`src/rtl/interpol_sched_pkg.sv`:
```
// Shared constants and FSM encoding for the interpol_sched scheduler.
package interpol_pkg;
  localparam int SAMPLE_W = 18;
  localparam int UPSAMPLE = 4;
  localparam int PHASE_W  = $clog2(UPSAMPLE);

  typedef enum logic [1:0] {
    IDLE  = 2'd0,
    PRIME = 2'd1,
    RUN   = 2'd2
  } state_t;
endpackage

```
`src/rtl/interpol_sched_if.sv`:
```
// Upstream sample handshake (valid/ready) between a source and interpol_sched.
interface interpol_sched_if;
  logic                                     src_valid;
  logic signed [interpol_pkg::SAMPLE_W-1:0] src_data;
  logic                                     src_ready;

  modport master (output src_valid, output src_data, input src_ready);
  modport slave  (input src_valid, input src_data, output src_ready);
endinterface

```
`src/rtl/interpol_sched_strobe_gen.sv`:
```
// Strobe divider and phase counter: one clken4x every divreg+1 cycles, wrap on phase 3->0.
module strobe_gen
  import interpol_pkg::*;
#(
  parameter int DIVW = 8
) (
  input  logic               clock,
  input  logic               reset,
  input  logic               clear,
  input  logic               run,
  input  logic [DIVW-1:0]    divreg,
  output logic               clken4x,
  output logic [PHASE_W-1:0] phase,
  output logic               wrap
);

  logic [DIVW-1:0] divcnt;

  always_ff @(posedge clock or negedge reset) begin
    if (!reset) begin
      divcnt  <= '0;
      phase   <= '0;
      clken4x <= 1'b0;
      wrap    <= 1'b0;
    end else if (clear) begin
      divcnt  <= '0;
      phase   <= '0;
      clken4x <= 1'b0;
      wrap    <= 1'b0;
    end else if (!run) begin
      // Armed but not yet running: preset phase so the first strobe wraps to 0.
      divcnt  <= '0;
      phase   <= PHASE_W'(UPSAMPLE - 1);
      clken4x <= 1'b0;
      wrap    <= 1'b0;
    end else if (divcnt == divreg) begin
      divcnt  <= '0;
      phase   <= phase + PHASE_W'(1);
      clken4x <= 1'b1;
      wrap    <= (phase == PHASE_W'(UPSAMPLE - 1));
    end else begin
      divcnt  <= divcnt + DIVW'(1);
      clken4x <= 1'b0;
      wrap    <= 1'b0;
    end
  end

endmodule

```
`src/rtl/interpol_sched.sv`:
```
// Sample scheduler feeding a 4X interpolator; optional underrun counter via
// INTERPOL_SCHED_UNDERRUN_CNT_EN.
module interpol_sched
  import interpol_pkg::*;
#(
  parameter int DIVW = 8
) (
  input  logic                       clock,
  input  logic                       reset,
  input  logic                       enable,
  input  logic [DIVW-1:0]            div4,
  interpol_sched_if.slave            src,
  output logic signed [SAMPLE_W-1:0] xkin,
  output logic                       clkenin,
  output logic                       clken4x,
  output logic [PHASE_W-1:0]         phase,
  output logic                       running,
  output logic                       underrun
`ifdef INTERPOL_SCHED_UNDERRUN_CNT_EN
  , output logic [7:0]               underrun_cnt
`endif
);

  state_t                      state;
  logic [DIVW-1:0]             divreg;
  logic signed [SAMPLE_W-1:0]  buf_data;
  logic                        bufv;
  logic                        xfer;
  logic                        sg_clear;
  logic                        sg_run;

  assign src.src_ready = (state != IDLE) && !bufv;
  assign xfer          = src.src_valid && src.src_ready;
  assign running       = (state == RUN);
  assign underrun      = clkenin && !bufv;

  // Dropping enable clears the strobe generator on the same edge the FSM leaves.
  assign sg_clear = (state == IDLE) || !enable;
  assign sg_run   = (state == RUN) && enable;

  strobe_gen #(.DIVW(DIVW)) u_strobe_gen (
    .clock   (clock),
    .reset   (reset),
    .clear   (sg_clear),
    .run     (sg_run),
    .divreg  (divreg),
    .clken4x (clken4x),
    .phase   (phase),
    .wrap    (clkenin)
  );

  always_ff @(posedge clock or negedge reset) begin
    if (!reset) begin
      state    <= IDLE;
      divreg   <= '0;
      xkin     <= '0;
      buf_data <= '0;
      bufv     <= 1'b0;
    end else begin
      case (state)
        IDLE: begin
          if (enable) begin
            divreg <= div4;
            state  <= PRIME;
          end
        end
        PRIME: begin
          if (!enable) begin
            state <= IDLE;
            bufv  <= 1'b0;
          end else if (xfer) begin
            xkin  <= src.src_data;
            state <= RUN;
          end
        end
        RUN: begin
          if (!enable) begin
            state <= IDLE;
            bufv  <= 1'b0;
          end else if (clkenin && bufv) begin
            xkin <= buf_data;
            bufv <= 1'b0;
          end else if (xfer) begin
            buf_data <= src.src_data;
            bufv     <= 1'b1;
          end
        end
        default: state <= IDLE;
      endcase
    end
  end

`ifdef INTERPOL_SCHED_UNDERRUN_CNT_EN
  always_ff @(posedge clock or negedge reset) begin
    if (!reset) begin
      underrun_cnt <= '0;
    end else if (state == IDLE && enable) begin
      underrun_cnt <= '0;
    end else if (underrun && underrun_cnt != 8'hFF) begin
      underrun_cnt <= underrun_cnt + 8'd1;
    end
  end
`endif

endmodule

```
`src/flat_wrapper.sv`:
```
// flat-port wrapper written by rule: the top's interface ports become plain ports
module interpol_sched_flat import interpol_pkg::*;
#(
  parameter int DIVW = 8
)
  (clock, reset, enable, div4, xkin, clkenin, clken4x, phase, running, underrun, src_src_valid, src_src_data, src_src_ready);
  interpol_sched_if src_i ();
  input  logic clock;
  input  logic reset;
  input  logic enable;
  input  logic [DIVW-1:0] div4;
  output logic signed [SAMPLE_W-1:0] xkin;
  output logic clkenin;
  output logic clken4x;
  output logic [PHASE_W-1:0] phase;
  output logic running;
  output logic underrun;
  input wire logic [$bits(src_i.src_valid)-1:0] src_src_valid;
  input wire logic [$bits(src_i.src_data)-1:0] src_src_data;
  output wire logic [$bits(src_i.src_ready)-1:0] src_src_ready;
  assign src_i.src_valid = src_src_valid;
  assign src_i.src_data = src_src_data;
  assign src_src_ready = src_i.src_ready;
  interpol_sched #(.DIVW(DIVW)) u_core (.clock(clock), .reset(reset), .enable(enable), .div4(div4), .src(src_i), .xkin(xkin), .clkenin(clkenin), .clken4x(clken4x), .phase(phase), .running(running), .underrun(underrun));
endmodule
```
`config.mk`:
```
export PLATFORM = sky130hd
export DESIGN_NAME = interpol_sched_flat
export DESIGN_NICKNAME = d
export VERILOG_FILES = /design/src/rtl/interpol_sched_pkg.sv /design/src/rtl/interpol_sched_if.sv /design/src/rtl/interpol_sched_strobe_gen.sv /design/src/rtl/interpol_sched.sv /design/src/flat_wrapper.sv
export SDC_FILE = /design/constraint.sdc
export NUM_CORES = 1
export LEC_CHECK = 0
export CAP_MARGIN = 40
export CORE_MARGIN = 5
export CORE_UTILIZATION = 32
export CTS_CLUSTER_SIZE = 40
export DETAILED_ROUTE_END_ITERATION = 8
export HOLD_SLACK_MARGIN = 0.06
export MAX_ROUTING_LAYER = met4
export PLACE_DENSITY_LB_ADDON = 0.2
export SETUP_SLACK_MARGIN = 0.3
export SLEW_MARGIN = 5
export SYNTH_ARGS = -nofsm -noshare
export SYNTH_HDL_FRONTEND = slang
export SYNTH_SLANG_ARGS = --single-unit
```
`constraint.sdc`:
```
create_clock -name clock -period 2.2 [get_ports clock]
set_clock_uncertainty 0.1 [all_clocks]
set_input_delay 0.55 -clock clock [delete_from_list [all_inputs] [get_ports clock]]
set_output_delay 0.55 -clock clock [all_outputs]
set_load 0.1 [all_outputs]
```
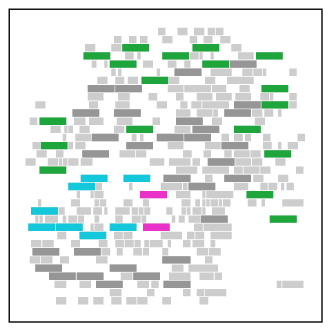
(run_1/flops_by_reg.png)
Drawn at 3 px/um.
| color | netlist name | placed flops |
|---|---|---|
| magenta | `u_core.u_strobe_gen.phase` | 2 |
| cyan | `u_core.u_strobe_gen.divcnt` | 8 |
| green | `u_core.xkin` | 18 |
not colored: 31
Seq. pwr: 1.77 mW
flop share of the area: 37.4%
register area: 0.00148 mm^2
Core Util, Final: 45.7%

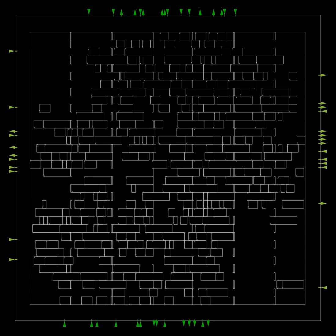
(run_1/placement.png)
Fill cells: 804
post-route non-filler standard cell count: 414
number of cell rows: 34
Core Footprint: 0.00864 mm^2

==> flow_metrics.tcl, run 1 <==
# place-and-route summary
set metrics [dict create \
    holdBufCountCts 0 \
    vias 1938 \
    grt_pass1_vias 2078 \
    warnings 31 \
    clkPwrFrac_pct 13.2 \
    yosys_area_mm2 0.00281 \
    setup_ws_ns 0.301 \
    async_reset_ff_share_pct 100 \
    post-place-ws_ns -0.152 \
    setup_viol 0 \
    max_stage_delay_ns 0.43 \
    cts_buffer_depth 2 \
    tightestPinTransition_ns 0.365 \
    worstPathRequired_ns 2.32 \
    area_growth_pct 40.6 \
    met2_wirelength_um 3220 \
    grt-ovfl-total 0 \
    yosysWarnings 0 \
    hpwl_um 3960 \
    power_mw 6.62 \
    cts_buffers 9 \
    routed.top_layer "met4" \
    path_max_fanout 5 \
    grt_util_met2_pct 19.9 \
    rsz0062_at_grt "yes" \
    netlist_area_mm2 0.00281 \
    endpoint "u_core.state[0]" \
    reg2reg_slack_ns 0.30 \
    timing.rr.start "u_core.state[0]" \
    synthTopLogicFamily "multiplexers" \
    rr_endpoint "u_core.state[0]" \
    ys_cells 220 \
    powerClk_uw 873 \
    post-cts-setup-buffer-count 7 \
    topCellsByArea "dfrtp_1 (53%), mux2_2 (7.2%), mux2i_1 (6.4%)" \
    status "complete, no violations" \
    nNetsFinal 336 \
    synth_area_leader_cell "dfrtp_1" \
    p_switching_mw 3.20 \
    crit_cells 6 \
    power.leakage_nw 1.69 \
    comb_power_mw 3.98 \
    synth-edff-count 0 \
    rr_worst_depth 6 \
    slowest_stage "or3b_4" \
    place_congestion 0.755 \
    internal_power_mw 3.43 \
    fp_util_pct 32.5 \
    die_area_mm2 0.0108 \
    slew_viol_final 0 \
    busiest_layer "met2" \
    mux_share_pct 18.4 \
    syn_area_per_cell_um2 12.8 \
    critical_path_buf_inv_count 1 \
    routed_wl_um 6330 \
    numSynthFlops 59 \
    path_cells "inv_2 -> ha_4 -> or3b_4 -> a21oi_2 -> mux2_2 -> a22o_1" \
    placed_area_mm2 0.00355 \
    clock_latency_ns 0.33 \
    synthesis.nets 255 \
    critPathCaptureType "flip-flop" \
    vias_per_cell 4.68 \
    cts.repair.resized 3 \
    synthSimpleGateAreaFrac_pct 10.5 \
    grt_usage_pct 11.9 \
    p_sw_share_pct 48.3 \
    wire_per_inst_um 15.3 \
    wl_met3_um 197 \
    clk_pin_slew_ns 0.07 \
    clock-root-buffer "clkbuf_8" \
    synth_dominant_cell_count "dfrtp_1" \
    drv_cap 0 \
    min_path_type "in2async" \
    pwr-share-comb_pct 60.1 \
    ir_drop_v 0.000808 \
    seqPwrFrac_pct 26.7 \
    syn-instance-count 220 \
    n_antenna_cell 0 \
    detail-route-antenna-nets 0 \
    cts_sinks 59 \
    finalSetupTns_ns 0 \
    period_needed_ns 1.90 \
]
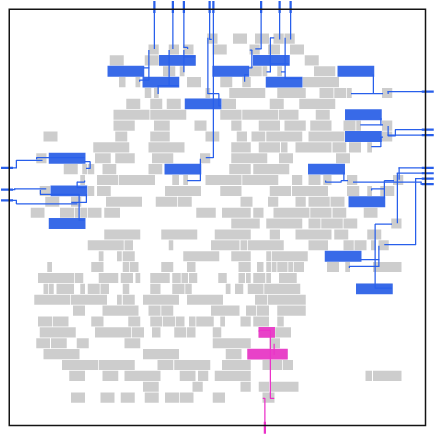
(run_1/io_fan.png)
Drawn at 4 px/um.
| color | port | bits | direction | end cells | wire |
|---|---|---|---|---|---|
| magenta | `src_src_valid` | 1 | input | 2 | 30.5 um |
| blue | `xkin` | 18 | output | 18 | 474 um |
Ports: 55
number of port buffers: 54

-- run 1: logic make-up after synthesis --
logic type                 count (synthesis)
AOI/OAI and AO/OA                         31
muxes                                     45
and+or+nand+nor                           53
buffers and inverters                     13
adders and majority gates                  5
DFF                                       59
xor gates and xnor gates                  14
-- run 1: cells in the final DEF, fill, tap and decap left out, types with 3 or more instances in the layout --
cell type	count
a21oi_1	7
a21oi_2	13
and3_1	3
buf_12	9
buf_4	35
clkbuf_16	3
clkbuf_8	9
clkdlybuf4s50_1	26
clkinv_4	4
dfrtp_1	58
ha_1	3
mux2_2	12
mux2_4	15
mux2i_1	18
nand2_1	4
nand3_1	4
nand4_1	3
nor2_1	25
o21ai_0	4
xnor2_1	11
xor2_1	3
-- run 1: worst reg2reg max path: stages, from the launching register on --
cell and delay, ns:
dfrtp_1 0.36, inv_2 0.07, ha_4 0.18, or3b_4 0.43, a21oi_2 0.14, mux2_2 0.33, a22o_1 0.17
-- run 1: sequential cells by signal, summed over array words and instances, names as in the netlist --
signal	flops
u_core.u_strobe_gen.phase	2
u_core.state	2
u_core.divreg	8
u_core.xkin	18
u_core.u_strobe_gen.divcnt	8
u_core.u_strobe_gen.wrap	1
u_core.u_strobe_gen.clken4x	1
u_core.buf_data	18
u_core.bufv	1
-- run 1: through the flow --
step | utilization [%] | cells | hold slack (ns)
finish | 45.7 | 414 | 0.113
CTS | 44.1 | 407 | 0.117
global placement | 41.2 | 383 | 0.391
global route | 45.7 | 414 | 0.125
floorplan | - | 220 | 0.154
detailed placement | 41.2 | 383 | 0.394
-- run 1: cell type report --
class / instances / area [um^2]
fillers: 804 / 4690
flip-flops and latches: 59 / 1480
multi-input cells: 148 / 1310
repair buffers: 79 / 838
well taps: 108 / 135
clock buffers: 9 / 124
clock inverters: 7 / 55.1
inverters: 4 / 15.0
==> run_1/placement_by_type.png <==
Drawn at 3 px/um.
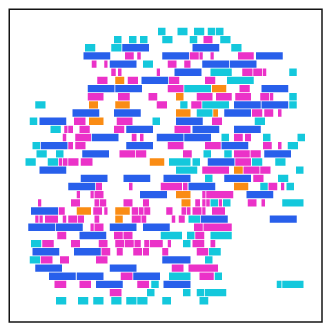

==> run 2, diff against run 1 <==
Settings changed: CAP_MARGIN 40 to 20, PLACE_DENSITY from default to 0.68, PLACE_DENSITY_LB_ADDON 0.2 to default.
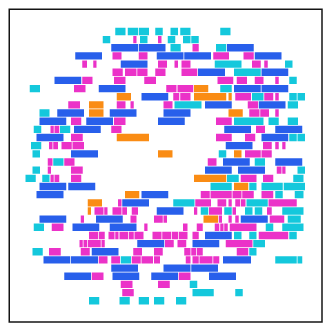
(run_2/placement_by_type.png)
Drawn at 3 px/um.
| color | class | cells |
|---|---|---|
| blue | flops | 59 |
| magenta | combinational and other logic | 152 |
| orange | clock drivers and dummy loads | 16 |
| cyan | other buffers and delay cells | 78 |
design area: 0.00402 mm^2
flop share of the area: 36.8%
Core Util, Final: 46.5%

==> flow_metrics.tcl, run 2 <==
# place-and-route summary
set metrics [dict create \
    status "complete, no violations" \
    cts_buffers 9 \
    setup_ws_ns 0.277 \
    routed.top_layer "met4" \
    core_mm2 0.00864 \
    dp.cells 382 \
    layout_top_cell "dfrtp_1" \
    fp_util_pct 32.5 \
    nNetsFinal 335 \
    power.leakage_nw 1.73 \
    area_growth_pct 42.9 \
    top_cells_by_count "dfrtp_1 (59), nor2_1 (26), mux2_2 (18), mux2i_1 (18), a21oi_2 (12)" \
    period_needed_ns 1.92 \
    tightestPinTransition_ns 0.365 \
    port_buffers 54 \
    syn-instance-count 220 \
    die_area_mm2 0.0108 \
    yosys_area_mm2 0.00281 \
    numSynthFlops 59 \
    placed_area_mm2 0.00355 \
    ir_drop_v 0.000719 \
    detail-route-antenna-nets 0 \
    powerDensity_mw_per_mm2 1750 \
    wl_met3_um 281 \
    rows 34 \
    vias 1901 \
    cts_buffer_depth 2 \
    drv_cap 0 \
    synth_dominant_cell_count "dfrtp_1" \
    place_congestion 0.792 \
    wire_per_inst_um 14.8 \
    fmax_mhz 520 \
    post-place-ws_ns -0.156 \
    clock-root-buffer "clkbuf_8" \
    path_max_fanout 3 \
    fa_ha_area_share_pct 2.23 \
    synthesis.nets 255 \
    busiest_layer "met2" \
    cts_sinks 59 \
    grt_pass1_wl_um 10000 \
    vias_per_cell 4.60 \
    min_path_type "in2async" \
    critPathCaptureType "flip-flop" \
    synthTopLogicFamily "multiplexers" \
    hpwl_um 3750 \
    grt-ovfl-total 0 \
    grt_usage_pct 11.7 \
    grt_util_met2_pct 17.3 \
    warnings 31 \
    clk_pin_slew_ns 0.06 \
    syn_area_per_cell_um2 12.8 \
    first_iter_violations 30 \
    slew_viol_final 0 \
    n_antenna_cell 0 \
    holdBufCountCts 0 \
    synth_area_leader_cell "dfrtp_1" \
    yosysWarnings 0 \
    worstPathRequired_ns 2.32 \
    synthSimpleGateAreaFrac_pct 10.5 \
    async_reset_ff_share_pct 100 \
    mux_share_pct 18.4 \
    ys_cells 220 \
    layout_top_cells "dfrtp_1 (58), buf_4 (32), clkdlybuf4s50_1 (26)" \
    grt_pass1_vias 2064 \
    fillers 786 \
    met2_wirelength_um 2790 \
    topCellsByArea "dfrtp_1 (53%), mux2_2 (7.2%), mux2i_1 (6.4%)" \
    finalNonFillerCells 413 \
    synth-edff-count 0 \
    netlist_area_mm2 0.00281 \
    clock_latency_ns 0.33 \
    setup_viol 0 \
    holdWs_ns 0.102 \
]
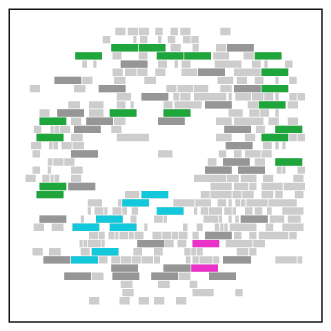
(run_2/flops_by_reg.png)
Drawn at 3 px/um.
| color | netlist name | placed flops |
|---|---|---|
| cyan | `u_core.u_strobe_gen.divcnt` | 8 |
| green | `u_core.xkin` | 18 |
| magenta | `u_core.u_strobe_gen.phase` | 2 |

run 2: cell counts after synthesis:
Identical to the previous run, type by type.
run 2: power breakdown:
part | internal [mW] | switching [mW]
registers | 1.52 | 0.253
clock network | 0.785 | 0.426
logic | 1.55 | 2.50
run 2: critical path: stages (launching register included):
cell and delay (ns):
dfrtp_1 0.38, inv_2 0.07, ha_4 0.17, or3b_4 0.44, a21oi_2 0.17, mux2_4 0.31
a22o_1 0.18
run 2: path summary, 6_finish.rpt:
check                                               from                       endpoint  slack (ns)  cells past startpoint
min in group clock         u_core.u_strobe_gen.divcnt[0]  u_core.u_strobe_gen.divcnt[0]        0.41                      1
setup reg to reg                         u_core.state[0]                u_core.state[0]        0.28                      6
hold reg to reg            u_core.u_strobe_gen.divcnt[0]  u_core.u_strobe_gen.divcnt[0]        0.41                      1
hold / removal                                     reset                    u_core.bufv        0.10                      2
max in group asynchronous                          reset            u_core.buf_data[13]        1.60                      2
setup / recovery                         u_core.state[0]                u_core.state[0]        0.28                      6
run 2: area by class of cell:
type                            instances  area [um^2]  area share [%]
Sequential cell                        59         1480            36.8
Clock inverter                          4         97.6            2.43
Multi-Input combinational cell        148         1290            32.1
Tap cell                              108          135            3.36
Clock buffer                           12          145            3.61
Inverter                                4         15.0           0.374
Timing Repair Buffer                   78          855            21.3
run 2: per-stage QoR:
stage,util (%),TNS (ns)
4_1_cts,44.7,0
5_1_grt,46.5,0
2_1_floorplan,-,0
3_3_place_gp,41.1,-2.58
6_report,46.5,0
3_5_place_dp,41.1,-2.60
run 2: what timing repair did:
item,4_1_cts,5_1_grt
cloned,1,5
endpoints found under the hold margin,0,0
setup buffers,6,3
resized,2,6
endpoints found under the setup margin,21,37
pin swaps,4,5
Power figures rest on the tool's default switching activity, not on a simulated workload.
